## src/rtl/stack_run_ctrl.sv

```systemverilog
// stack_run_ctrl: run controller for the 12-bit stack machine core.
// Streams a program into code memory, clears the core and sequences
// run / single-step / stop / breakpoint, with halt, timeout and stall traps.
module stack_run_ctrl #(
    parameter int         AW         = 8,
    parameter int         IW         = 12,
    parameter logic [3:0] HALT_OP    = 4'hB,
    parameter int         CW         = 16,
    parameter int         MAX_CYCLES = 0,
    parameter int         STALL_MAX  = 8
) (
    input  logic          clk,
    input  logic          rst_n,
    input  logic          cmd_valid,
    input  logic [2:0]    cmd_op,
    input  logic          ld_valid,
    output logic          ld_ready,
    input  logic [IW-1:0] ld_data,
    input  logic          ld_last,
    output logic          code_we,
    output logic [AW-1:0] code_waddr,
    output logic [IW-1:0] code_wdata,
    output logic          core_clr,
    output logic          core_en,
    input  logic          core_guard,
    input  logic [AW-1:0] core_pc,
    input  logic [IW-1:0] core_instr,
    input  logic          bp_en,
    input  logic [AW-1:0] bp_addr,
    output logic [2:0]    state,
    output logic [1:0]    halt_cause,
    output logic [1:0]    fault_code,
    output logic [CW-1:0] retired,
    output logic          err_cmd
);

    localparam int SW = (STALL_MAX < 2) ? 1 : $clog2(STALL_MAX + 1);

    typedef enum logic [2:0] {
        S_IDLE  = 3'd0,
        S_LOAD  = 3'd1,
        S_RUN   = 3'd2,
        S_STEP  = 3'd3,
        S_HALT  = 3'd4,
        S_FAULT = 3'd5
    } state_e;

    localparam logic [2:0] CMD_LOAD  = 3'd0;
    localparam logic [2:0] CMD_RUN   = 3'd1;
    localparam logic [2:0] CMD_STEP  = 3'd2;
    localparam logic [2:0] CMD_STOP  = 3'd3;
    localparam logic [2:0] CMD_CLEAR = 3'd4;

    state_e        state_q;
    logic [AW-1:0] addr_q;
    logic          bp_skip_q;
    logic [SW-1:0] stall_q;
    logic [CW-1:0] retired_q;
    logic [1:0]    halt_cause_q;
    logic [1:0]    fault_code_q;
    logic          err_cmd_q;
    logic          core_clr_q;
    logic          code_we_q;
    logic [AW-1:0] code_waddr_q;
    logic [IW-1:0] code_wdata_q;

    logic          halt_op_s;
    logic          bp_hit_s;
    logic          fire_s;
    logic [CW-1:0] retired_d;
    logic [SW-1:0] stall_d;
    logic          stall_fault_s;
    logic          timeout_s;
    logic          unused_operand_s;

    // The operand field is executed by the core; the controller only decodes the opcode.
    assign unused_operand_s = ^core_instr[IW-1:4];

    assign ld_ready   = (state_q == S_LOAD);
    assign code_we    = code_we_q;
    assign code_waddr = code_waddr_q;
    assign code_wdata = code_wdata_q;
    assign core_clr   = core_clr_q;
    assign state      = state_q;
    assign halt_cause = halt_cause_q;
    assign fault_code = fault_code_q;
    assign retired    = retired_q;
    assign err_cmd    = err_cmd_q;

    // Decode halt/breakpoint, gate the core rule and compute counter next values.
    // A STOP moves the FSM straight to HALT, so no separate stop flag is needed to drop core_en.
    always_comb begin
        halt_op_s     = (core_instr[3:0] == HALT_OP);
        bp_hit_s      = bp_en && (core_pc == bp_addr) && !bp_skip_q;
        core_en       = ((state_q == S_RUN) || (state_q == S_STEP)) && !halt_op_s && !bp_hit_s;
        fire_s        = core_en && core_guard;
        retired_d     = retired_q;
        stall_d       = stall_q;
        stall_fault_s = 1'b0;
        if (fire_s) begin
            stall_d = {SW{1'b0}};
            if (retired_q != {CW{1'b1}}) begin
                retired_d = retired_q + {{(CW-1){1'b0}}, 1'b1};
            end else begin
                retired_d = retired_q;
            end
        end else if (core_en) begin
            stall_d       = stall_q + {{(SW-1){1'b0}}, 1'b1};
            stall_fault_s = (stall_d == SW'(STALL_MAX));
        end else begin
            stall_d = stall_q;
        end
        timeout_s = (MAX_CYCLES != 0) && fire_s && (retired_d == CW'(MAX_CYCLES));
    end

    // Control FSM: command decode, program load, run sequencing and traps.
    always_ff @(posedge clk) begin
        if (!rst_n) begin
            state_q      <= S_IDLE;
            addr_q       <= {AW{1'b0}};
            bp_skip_q    <= 1'b0;
            stall_q      <= {SW{1'b0}};
            retired_q    <= {CW{1'b0}};
            halt_cause_q <= 2'd0;
            fault_code_q <= 2'd0;
            err_cmd_q    <= 1'b0;
            core_clr_q   <= 1'b0;
            code_we_q    <= 1'b0;
            code_waddr_q <= {AW{1'b0}};
            code_wdata_q <= {IW{1'b0}};
        end else begin
            code_we_q  <= 1'b0;
            core_clr_q <= 1'b0;
            err_cmd_q  <= 1'b0;
            retired_q  <= retired_d;
            stall_q    <= stall_d;
            if (fire_s) begin
                bp_skip_q <= 1'b0;
            end
            case (state_q)
                S_IDLE, S_HALT: begin
                    if (cmd_valid) begin
                        case (cmd_op)
                            CMD_LOAD: begin
                                state_q    <= S_LOAD;
                                addr_q     <= {AW{1'b0}};
                                core_clr_q <= 1'b1;
                                retired_q  <= {CW{1'b0}};
                            end
                            CMD_RUN, CMD_STEP: begin
                                state_q      <= (cmd_op == CMD_RUN) ? S_RUN : S_STEP;
                                bp_skip_q    <= 1'b1;
                                halt_cause_q <= 2'd0;
                                stall_q      <= {SW{1'b0}};
                            end
                            CMD_CLEAR: begin
                                core_clr_q <= 1'b1;
                                retired_q  <= {CW{1'b0}};
                            end
                            default: err_cmd_q <= 1'b1;
                        endcase
                    end
                end
                S_LOAD: begin
                    if (cmd_valid && (cmd_op == CMD_CLEAR)) begin
                        state_q    <= S_IDLE;
                        core_clr_q <= 1'b1;
                        retired_q  <= {CW{1'b0}};
                    end else begin
                        err_cmd_q <= cmd_valid;
                        if (ld_valid) begin
                            code_we_q    <= 1'b1;
                            code_waddr_q <= addr_q;
                            code_wdata_q <= ld_data;
                            addr_q       <= addr_q + {{(AW-1){1'b0}}, 1'b1};
                            if (ld_last) begin
                                state_q <= S_IDLE;
                            end else if (addr_q == {AW{1'b1}}) begin
                                state_q      <= S_FAULT;
                                fault_code_q <= 2'd1;
                            end
                        end
                    end
                end
                S_RUN, S_STEP: begin
                    err_cmd_q <= cmd_valid && (cmd_op != CMD_STOP);
                    if (stall_fault_s) begin
                        state_q      <= S_FAULT;
                        fault_code_q <= 2'd3;
                    end else if (timeout_s) begin
                        state_q      <= S_FAULT;
                        fault_code_q <= 2'd2;
                    end else if (halt_op_s) begin
                        state_q      <= S_HALT;
                        halt_cause_q <= 2'd1;
                    end else if (bp_hit_s) begin
                        state_q      <= S_HALT;
                        halt_cause_q <= 2'd2;
                    end else if ((cmd_valid && (cmd_op == CMD_STOP)) ||
                                 ((state_q == S_STEP) && fire_s)) begin
                        state_q      <= S_HALT;
                        halt_cause_q <= 2'd3;
                    end
                end
                S_FAULT: begin
                    if (cmd_valid && (cmd_op == CMD_CLEAR)) begin
                        state_q      <= S_IDLE;
                        fault_code_q <= 2'd0;
                        core_clr_q   <= 1'b1;
                        retired_q    <= {CW{1'b0}};
                    end else begin
                        err_cmd_q <= cmd_valid;
                    end
                end
                default: state_q <= S_IDLE;
            endcase
        end
    end

endmodule

```

## config.mk

```make
export PLATFORM = sky130hd
export DESIGN_NAME = stack_run_ctrl
export DESIGN_NICKNAME = d
export VERILOG_FILES = /design/src/rtl/stack_run_ctrl.sv
export SDC_FILE = /design/constraint.sdc
export NUM_CORES = 1
export LEC_CHECK = 0
export CORE_ASPECT_RATIO = 0.7
export CORE_MARGIN = 10
export CORE_UTILIZATION = 49
export DETAILED_ROUTE_END_ITERATION = 10
export PLACE_DENSITY = 0.95
export SYNTH_ARGS = -nofsm -noshare
export SYNTH_HDL_FRONTEND = slang
export SYNTH_SLANG_ARGS = --single-unit
export TNS_END_PERCENT = 30
```

## constraint.sdc

```tcl
create_clock -name clk -period 3 [get_ports clk]
set_clock_uncertainty 0.15 [all_clocks]
set_input_delay 0.3 -clock clk [delete_from_list [all_inputs] [get_ports clk]]
set_output_delay 0.3 -clock clk [all_outputs]
set_load 0.01 [all_outputs]
```

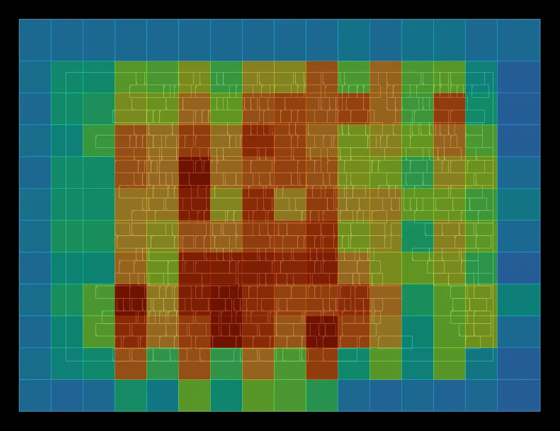
(congestion heat map)
WL/cell: 18.6 µm
Core Util, Final: 71.3%
met2 layer usage reported by global route: 34.2%
met1 usage: 22.1%

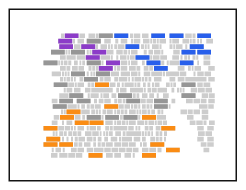
(register map, names as in the netlist)
(2 px per µm)
`code_waddr`: drawn in purple, placed flops 8. `code_wdata`: drawn in blue, placed flops 12. `retired`: drawn in orange, placed flops 16.

==> flow_summary.yaml <==
# synthesis and place-and-route metrics
final_layout:
  fillers: 399
  seq_cell_count: 59
  final_nets: 500
  design_area_mm2: 0.00412
  largest_cell_class: "multi-input combinational cells"
  nMultiInputCombCells: 272
  ff_latch_area_mm2: 0.00118
  seq_share_pct: 28.6
  largest_reg_flops: 16
  lay_top_cells: "clkdlybuf4s50_1 (89), nand2_1 (64), dfxtp_1 (59)"
  logic_area_mm2: 0.00165
  clock_area_share_pct: 5.71
  final_cells: 526
  layout.cells.most_common: "clkdlybuf4s50_1"
logic_synthesis:
  ys_ff: 59
  avgSynthCellArea_um2: 8.29
  synth.most_common_cell: "nand2_1"
  ys_cells: 356
  top_logic_kind: "simple AND/OR/NAND/NOR gates"
  largest_area_cell: "dfxtp_1"
  synth_adder_area_share_pct: 1.69
  ys_sh_simple_pct: 31.7
  syn-cell-area_mm2: 0.00295
  edf_count: 0
  ys_seq_share_pct: 40.0
global_routing:
  overflow: 0
  busiest_layer: "met2"
  antenna_found_initial: 0
critical_path:
  cp_data_required_time_ns: 2.55
  end_kind: "output port"
  criticalPathCategory: "flop to output port"
  cp_top_family: "buffers and inverters"
  critPathSlowestCell: "dfxtp_1"
  cp_cell_sequence: "nand2b_1 > nor2_1 > nand2_1 > inv_1 > clkdlybuf4s50_1"
  cp-startpoint: "state[1]$_SDFFE_PN0P_"
  endpoint: "core_en"
route:
  first_iter_violations: 379
  dr.pass1.iters: 5
  wl_met3_um: 912
  ant_nets: 0
  post_drt_via_cell_ratio: 6.00
  drc: 0
min_path:
  hold_path_end: "code_wdata[7]$_SDFFE_PN0P_"
final_timing:
  worst_slew_pin_slew_ns: 0.682
  finalSetupViolations: 0
  fin_crit_sh_pct: 89.7
  period_needed_ns: 2.69
  postLayoutSetupSlackWorst_ns: 0.309
  hold_violations: 0
floorplanning:
  die_area_mm2: 0.00958
  rows: 23
  well_tap_count: 75
  ioPinCount: 98
  fp_util_pct: 51.0
  die_y_um: 85.0
power_and_ir_drop:
  power_frac_clock_pct: 45.3
  power_density_mw_per_mm2: 455
  swShare_pct: 24.3
  dominant_power_group: "clock"
  combPwrFrac_pct: 11.4
  vdd_drop_max_uv: 236
  p_int_mw: 1.42
cts:
  cts_buffer_depth: 2
  worstSkewPairLatency_ns: 0.35
  cts_num_sinks: 59
  root_buffer: "clkbuf_8"
run:
  maxCapViolations: 0
  warning_count: 35
place:
  dp_slack_ns: 0.340
run_status:
  status: "finished, final reports clean"
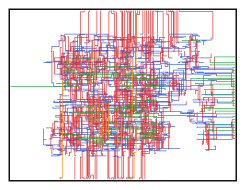
(routed metal, one color a layer)
(2 px per µm)
metal 4: drawn in orange, wire length 363 µm. metal 2: drawn in red, wire length 4820 µm. metal 3: drawn in green, wire length 912 µm. metal 1: drawn in blue, wire length 3690 µm.
WL final: 9780 µm
total number of vias: 3156

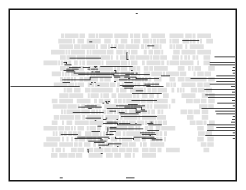
(M3 wires)
(2 px per µm)
The layer carries 912 µm of wire. The longest straight run is 34.3 µm. 101 nets have wire on it. The wires run mostly horizontal. The layer holds 9.3% of the routed length.

